`src/rtl/count_seg_scan.sv`:
```
// Two-digit multiplexed 7-segment driver for the Q1/Q2 dual counter.
// Registers both counts, scans SHOW0/BLANK0/SHOW1/BLANK1 and flags counter wraps.
module count_seg_scan #(
  parameter int REFRESH_DIV  = 4,
  parameter bit COMMON_ANODE = 1'b0
) (
  input  logic       i_clk,
  input  logic       i_rst,
  input  logic       i_en,
  input  logic [3:0] i_q1,
  input  logic [2:0] i_q2,
  output logic [6:0] o_seg,
  output logic [1:0] o_an,
  output logic       o_q1_wrap,
  output logic       o_q2_wrap
);

  // state  | meaning
  // SHOW0  | Q1 digit lit for REFRESH_DIV cycles
  // BLANK0 | one dark cycle before switching to the Q2 digit
  // SHOW1  | Q2 digit lit for REFRESH_DIV cycles
  // BLANK1 | one dark cycle before returning to the Q1 digit
  typedef enum logic [1:0] {SHOW0, BLANK0, SHOW1, BLANK1} state_t;

  localparam int             DW       = (REFRESH_DIV > 1) ? $clog2(REFRESH_DIV) : 1;
  localparam logic [DW-1:0]  DIV_LAST = DW'(REFRESH_DIV - 1);

  state_t        r_state;
  logic [DW-1:0] r_div;
  logic [3:0]    r_q1;
  logic [2:0]    r_q2;
  logic          r_q1_wrap;
  logic          r_q2_wrap;
  logic [6:0]    w_seg;
  logic [1:0]    w_an;

  function automatic logic [6:0] hex7(input logic [3:0] v);
    case (v)
      4'h0: hex7 = 7'h3F;
      4'h1: hex7 = 7'h06;
      4'h2: hex7 = 7'h5B;
      4'h3: hex7 = 7'h4F;
      4'h4: hex7 = 7'h66;
      4'h5: hex7 = 7'h6D;
      4'h6: hex7 = 7'h7D;
      4'h7: hex7 = 7'h07;
      4'h8: hex7 = 7'h7F;
      4'h9: hex7 = 7'h6F;
      4'hA: hex7 = 7'h77;
      4'hB: hex7 = 7'h7C;
      4'hC: hex7 = 7'h39;
      4'hD: hex7 = 7'h5E;
      4'hE: hex7 = 7'h79;
      default: hex7 = 7'h71;
    endcase
  endfunction

  always_ff @(posedge i_clk) begin
    if (i_rst) begin
      r_state   <= SHOW0;
      r_div     <= '0;
      r_q1      <= '0;
      r_q2      <= '0;
      r_q1_wrap <= 1'b0;
      r_q2_wrap <= 1'b0;
    end else begin
      r_q1      <= i_q1;
      r_q2      <= i_q2;
      r_q1_wrap <= (r_q1 == 4'hF) && (i_q1 == 4'h0);
      r_q2_wrap <= (r_q2 == 3'd7) && (i_q2 == 3'd0);
      // scan position only moves while enabled; en=0 freezes it in place
      if (i_en) begin
        case (r_state)
          SHOW0: begin
            if (r_div == DIV_LAST) begin
              r_div   <= '0;
              r_state <= BLANK0;
            end else begin
              r_div <= r_div + DW'(1);
            end
          end
          BLANK0: r_state <= SHOW1;
          SHOW1: begin
            if (r_div == DIV_LAST) begin
              r_div   <= '0;
              r_state <= BLANK1;
            end else begin
              r_div <= r_div + DW'(1);
            end
          end
          default: r_state <= SHOW0;
        endcase
      end
    end
  end

  // display dark whenever reset or disabled, before polarity is applied
  always_comb begin
    w_an  = 2'b00;
    w_seg = 7'h00;
    if (!i_rst && i_en) begin
      case (r_state)
        SHOW0: begin
          w_an  = 2'b01;
          w_seg = hex7(r_q1);
        end
        SHOW1: begin
          w_an  = 2'b10;
          w_seg = hex7({1'b0, r_q2});
        end
        default: begin
          w_an  = 2'b00;
          w_seg = 7'h00;
        end
      endcase
    end
  end

  assign o_seg     = COMMON_ANODE ? ~w_seg : w_seg;
  assign o_an      = COMMON_ANODE ? ~w_an  : w_an;
  assign o_q1_wrap = r_q1_wrap;
  assign o_q2_wrap = r_q2_wrap;

endmodule

```
`config.mk`:
```
export PLATFORM = sky130hd
export DESIGN_NAME = count_seg_scan
export DESIGN_NICKNAME = d
export VERILOG_FILES = /design/src/rtl/count_seg_scan.sv
export SDC_FILE = /design/constraint.sdc
export NUM_CORES = 1
export LEC_CHECK = 0
export ABC_AREA = 1
export CAP_MARGIN = 20
export CORE_MARGIN = 2
export CORE_UTILIZATION = 50
export DETAILED_ROUTE_END_ITERATION = 6
export HOLD_SLACK_MARGIN = 0.1
export PLACE_DENSITY = 0.76
export SLEW_MARGIN = 15
export SYNTH_ARGS = -nofsm -noshare
export SYNTH_HDL_FRONTEND = slang
export SYNTH_SLANG_ARGS = --single-unit
```
`constraint.sdc`:
```
create_clock -name i_clk -period 1.8 [get_ports i_clk]
set_clock_uncertainty 0.2 [all_clocks]
set_input_delay 0.36 -clock i_clk [delete_from_list [all_inputs] [get_ports i_clk]]
set_output_delay 0.36 -clock i_clk [all_outputs]
set_load 0.02 [all_outputs]
```
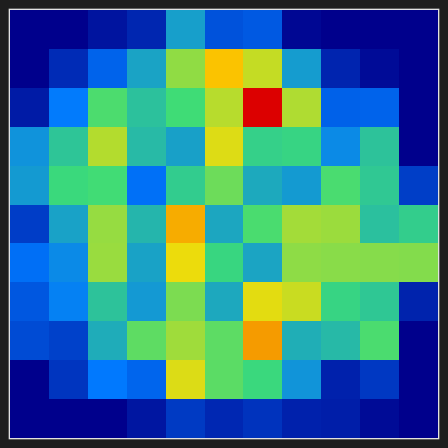
Fig. 1. Wire density map (run 1).
The die is cut into 11 by 11 equal tiles; dark blue is low, red is high, scaled to the fullest tile. Values are wire area over tile area, all layers added.
nearly empty tiles: 14%
fullest tile: 0.43
mean over tiles: 0.14
tiles over half the peak: 28%

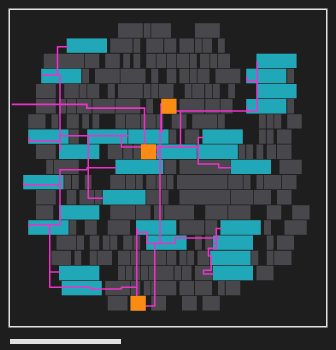
Fig. 2. Clock wires, drivers and flops (run 1).
Scale bar: 20 um.
legend:
  magenta:
    item: clock wires
    length: 306 um
  cyan:
    item: flip-flops
    count: 27
  orange:
    item: cells driving clock nets
    count: 3
routed clock nets: 4

==> impl_metrics.tcl, run 1 <==
# collected from the flow reports
set metrics [dict create \
    status "complete, but fails checks" \
    violations "negative setup slack" \
    routedWlPerCell_um 12.3 \
    stdcell_count 244 \
    top_cells_by_area "dfxtp_1 39%, ha_1 16%, nand2_1 9.5%" \
    slowest_stage "dfxtp_2" \
    ys_sh_mux_pct 0 \
    clockBufferDepth 2 \
    layout-drive-gt1-share_pct 33.3 \
    io_buffers 20 \
    maxCapViolations 0 \
    syn_area_per_cell_um2 8.08 \
    cp.arrival_ps 1480 \
    cp_top_family "flip-flops" \
    slew_headroom_pct 82.3 \
    syn_inst 172 \
    ir_drop_mv 0.520 \
    synthArstFlopShare_pct 0 \
    synth-simple-area-share_pct 25.1 \
    period_minus_slack_ps 2040 \
    area_growth_pct 33.9 \
    drtPass1Iterations 4 \
    setup_viol 9 \
    worst_slack_ps -240 \
    xor_share_pct 0 \
    die_h_um 56.7 \
    dieWidth_um 56.7 \
    timing.rr.start "r_state[0]" \
    crit_fanout 7 \
    openroad.warnings 41 \
    max_freq_ghz 0.490 \
]
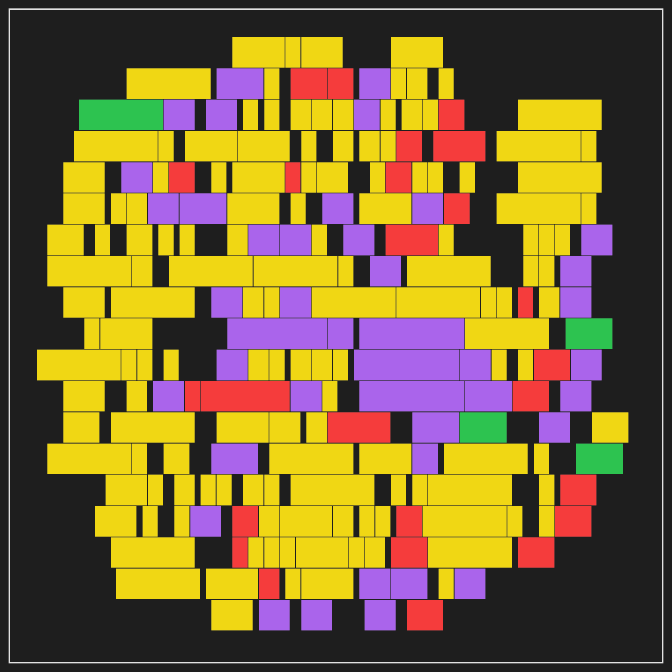
Fig. 3. Cells by drive strength (run 1).
legend:
  red:
    size: drive 2
    cells: 25
  purple:
    size: drive 3 to 4
    cells: 42
  yellow:
    size: drive 1 or less
    cells: 142
  green:
    size: drive 6 and up
    cells: 4

[run 1: worst register-to-register path: cells and delay by family, from the launching register on]
kind	cells	cell delay [ps]
AND-OR/OR-AND	1	190
adder cells (fa/ha/maj)	1	160
flip-flops	1	390
buffers and inverters	3	330
AND/OR/NAND/NOR	3	280
[run 1: report_power, final]
group          internal (W)  leakage [nW]  switching [W]
Combinational      0.000128         0.676       0.000159
Clock             0.0000835        0.0177       0.000183
Sequential         0.000639         0.226      0.0000149
Total              0.000851         0.919       0.000357
[run 1: layout make-up]
cell class                 count  area [um^2]
clock buffer                   3         22.5
sequential                    27          546
timing repair buffer          40          335
tap                           31         38.8
multi-input combinational    116          810
clock inverter                 1         5.00
inverter                      26          105
fill                         218          825
[run 1: kinds of logic (layout without fill, tap and decap cells)]
logic type,count (synthesis),in the layout
and+or+nand+nor,72,72
DFF,27,27
AOI/OAI and AO/OA,26,26
buffers and inverters,29,70
adders and majority gates,18,18
[run 1: worst paths after layout]
check / cells after the start / slack (ps) / to
max: 7 / -240 / o_seg[5]
max reg2reg: 8 / 160 / r_div[0]
min reg2reg: 2 / 250 / o_q2_wrap
min: 2 / 250 / o_q2_wrap
[run 1: stage by stage]
stage | util (%) | power [W] | setup WS [ps] | hold slack (ps) | cell area [um^2]
3_3_place_gp | 64.6 | 0.000915 | -655 | 236 | 1740
4_1_cts | 68.1 | 0.00120 | -234 | 255 | 1830
2_1_floorplan | - | 0.000818 | 12.2 | 213 | 1390
3_5_place_dp | 64.6 | 0.000928 | -662 | 230 | 1740
6_report | 69.3 | 0.00121 | -240 | 255 | 1860
5_1_grt | 69.3 | 0.00127 | -336 | 278 | 1860
[run 1: per-layer routing]
metal  track usage [%]  vias up  wire length (um)
met5                 0        -                 0
met2              36.2       30              1520
met3              3.00        4               104
met4              8.16        0                26
met1              26.0      543              1350
li1                  -      621                 -
[run 1: what timing repair did]
action,in CTS,in global routing
endpoints found under the hold margin,0,0
setup buffers,2,1
resized,69,10
endpoints found under the setup margin,11,17
pin swaps,5,2
[run 1: layout by cell type (no fill, tap or decap), types with 3 or more instances in the layout]
cell type and n:
a21oi_1 3, a21oi_2 6, buf_4 26, buf_6 3, clkbuf_4 3, clkdlybuf4s50_1 8, dfxtp_1 25, dlygate4sd2_1 3
ha_1 14, ha_4 3, inv_1 19, inv_2 4, inv_4 3, nand2_1 34, nand2_2 4, nand3_1 7
nor2_1 13, nor2_2 4, nor2_4 3, o21ai_1 10
==> run 2, diff against run 1 <==
--- a/config.mk
+++ b/config.mk
@@ -12,7 +12,7 @@
 export DETAILED_ROUTE_END_ITERATION = 6
 export HOLD_SLACK_MARGIN = 0.1
 export PLACE_DENSITY = 0.76
-export SLEW_MARGIN = 15
+export SLEW_MARGIN = 20
 export SYNTH_ARGS = -nofsm -noshare
 export SYNTH_HDL_FRONTEND = slang
 export SYNTH_SLANG_ARGS = --single-unit
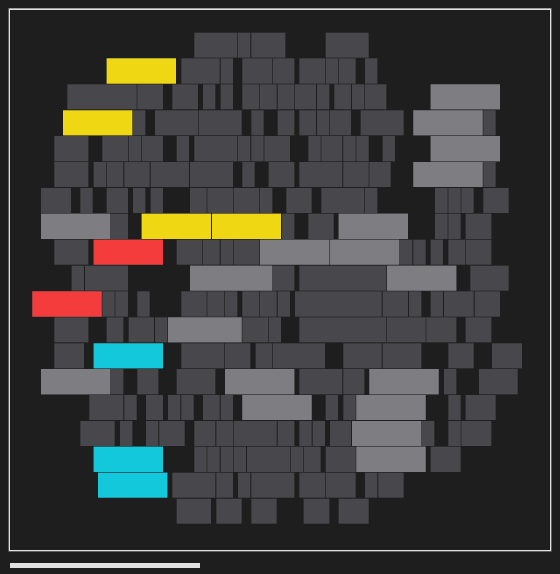
Fig. 4. Register map, names as in the netlist (run 2).
Scale bar: 20 um.
legend:
  yellow:
    netlist_name: `r_q1`
    placed_flops: 4
  cyan:
    netlist_name: `r_q2`
    placed_flops: 3
  red:
    netlist_name: `r_div`
    placed_flops: 2
not colored: 18

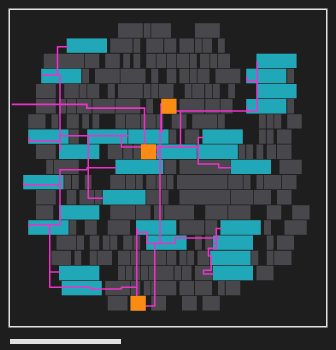
Fig. 5. Clock wires, drivers and flops (run 2).
Scale bar: 20 um.
legend:
  orange:
    item: cells driving clock nets
    count: 3
  cyan:
    item: flip-flops
    count: 27
  magenta:
    item: clock wires
    length: 306 um
routed clock nets: 4
P_clk: 0.000266 W
clk latency late pin: 330 ps
Clock power frac: 22.1%

==> run 2 against run 1 <==
  * The run still ends with negative setup slack left
  * Highest routed layer unchanged
  * Critical endpoint unchanged
  * Routed wire length unchanged
  * Worst setup slack unchanged
  * Non-clock buffer count unchanged
  * Total power unchanged
==> impl_metrics.tcl, run 2 <==
# collected from the flow reports
set metrics [dict create \
    whs_ps 255 \
    setup_viol 9 \
    antenna_found_initial 0 \
    io_buffers 20 \
    pwr-share-comb_pct 23.8 \
    initial_utilization_pct 51.7 \
    lay_top_cells "34 x nand2_1, 26 x buf_4, 25 x dfxtp_1" \
    cp.arrival_ps 1480 \
    dieWidth_um 56.7 \
    clockBufferDepth 2 \
    syn_area_per_cell_um2 8.08 \
    dp_worst_setup_slack_ps -662 \
    sw_frac_of_total_pct 29.5 \
    syn_inst 172 \
    top_cells_by_area "dfxtp_1 39%, ha_1 16%, nand2_1 9.5%" \
    period_minus_slack_ps 2040 \
    max_freq_ghz 0.490 \
    drtPass1Iterations 4 \
    sequentialPowerShare_pct 54.1 \
    final_util_pct 69.3 \
    rsz0062_at_grt "yes" \
    worst_slack_ps -240 \
    layout_top_cell "nand2_1" \
    area_growth_pct 33.9 \
    violations "negative setup slack" \
    final_hold_viol_count 0 \
    stdcell_count 244 \
    fill_cells 218 \
    status "complete, but fails checks" \
    layout-drive-gt1-share_pct 33.3 \
    die_h_um 56.7 \
    crit_fanout 7 \
    openroad.warnings 41 \
    internal_power_w 0.000851 \
    power_switching_w 0.000357 \
    maxCapViolations 0 \
    slew_headroom_pct 82.3 \
    synthArstFlopShare_pct 0 \
]
==> run 2: cell counts after synthesis <==
Identical to the previous run, type by type.
==> run 2: logic make-up (layout without fill, tap and decap cells) <==
family	Yosys count	after routing	synth area share [%]
flip-flops	27	27	38.9
buffers and inverters	29	70	8.64
adder cells (fa/ha/maj)	18	18	16.2
AND/OR/NAND/NOR	72	72	25.1
AND-OR/OR-AND	26	26	11.2
==> run 2: metal layers <==
layer | vias up | wire (um) | global-route usage [%]
li1 | 621 | - | -
met1 | 543 | 1350 | 26.0
met2 | 30 | 1520 | 36.2
met3 | 4 | 104 | 3.00
met4 | 0 | 26 | 8.16
met5 | - | 0 | 0
==> run 2: through the flow <==
stage               instance area (um^2)  power (W)
floorplan                           1390   0.000818
global placement                    1740   0.000915
detailed placement                  1740   0.000928
CTS                                 1830    0.00120
global route                        1860    0.00127
finish                              1860    0.00121
==> run 2: worst paths after layout <==
kind	from	end	slack, ps	cells after the start
worst max-delay path	r_state[0]	o_seg[5]	-240	7
worst min-delay path	r_q2[0]	o_q2_wrap	250	2
worst max register to register	r_state[0]	r_div[0]	160	8
worst min register to register	r_q2[0]	o_q2_wrap	250	2
==> run 2: final cells by class <==
type,count,area (um^2),share of cell area [%]
clock buffer,3,22.5,1.21
clock inverter,1,5.00,0.269
inverter,26,105,5.65
multi-input combinational,116,810,43.5
sequential,27,546,29.3
tap,31,38.8,2.08
timing repair buffer,40,335,18.0
==> run 2: repair_timing <==
action                                  in CTS  in global routing
endpoints found under the setup margin      11                 17
resized                                     69                 10
setup buffers                                2                  1
pin swaps                                    5                  2
hold buffers                                 0                  0
==> run 2: power groups by stage <==
stage / sequential, W / clock (W) / combinational [W]
after floorplan: 0.000663 / 0 / 0.000156
after global placement: 0.000665 / 0 / 0.000249
after detailed placement: 0.000667 / 0 / 0.000261
after CTS: 0.000653 / 0.000274 / 0.000276
after global routing: 0.000658 / 0.000291 / 0.000318
final: 0.000654 / 0.000266 / 0.000287
==> run 2: worst max-delay path, cell delays in order, from the launching register on <==
cell and delay (ps):
dfxtp_2 370, inv_4 100, ha_4 140, nor2_2 50, nor2_4 110, nand2_4 100, a21oi_1 130, buf_4 150
No activity file was given, so power comes from the tool's default toggle rates.
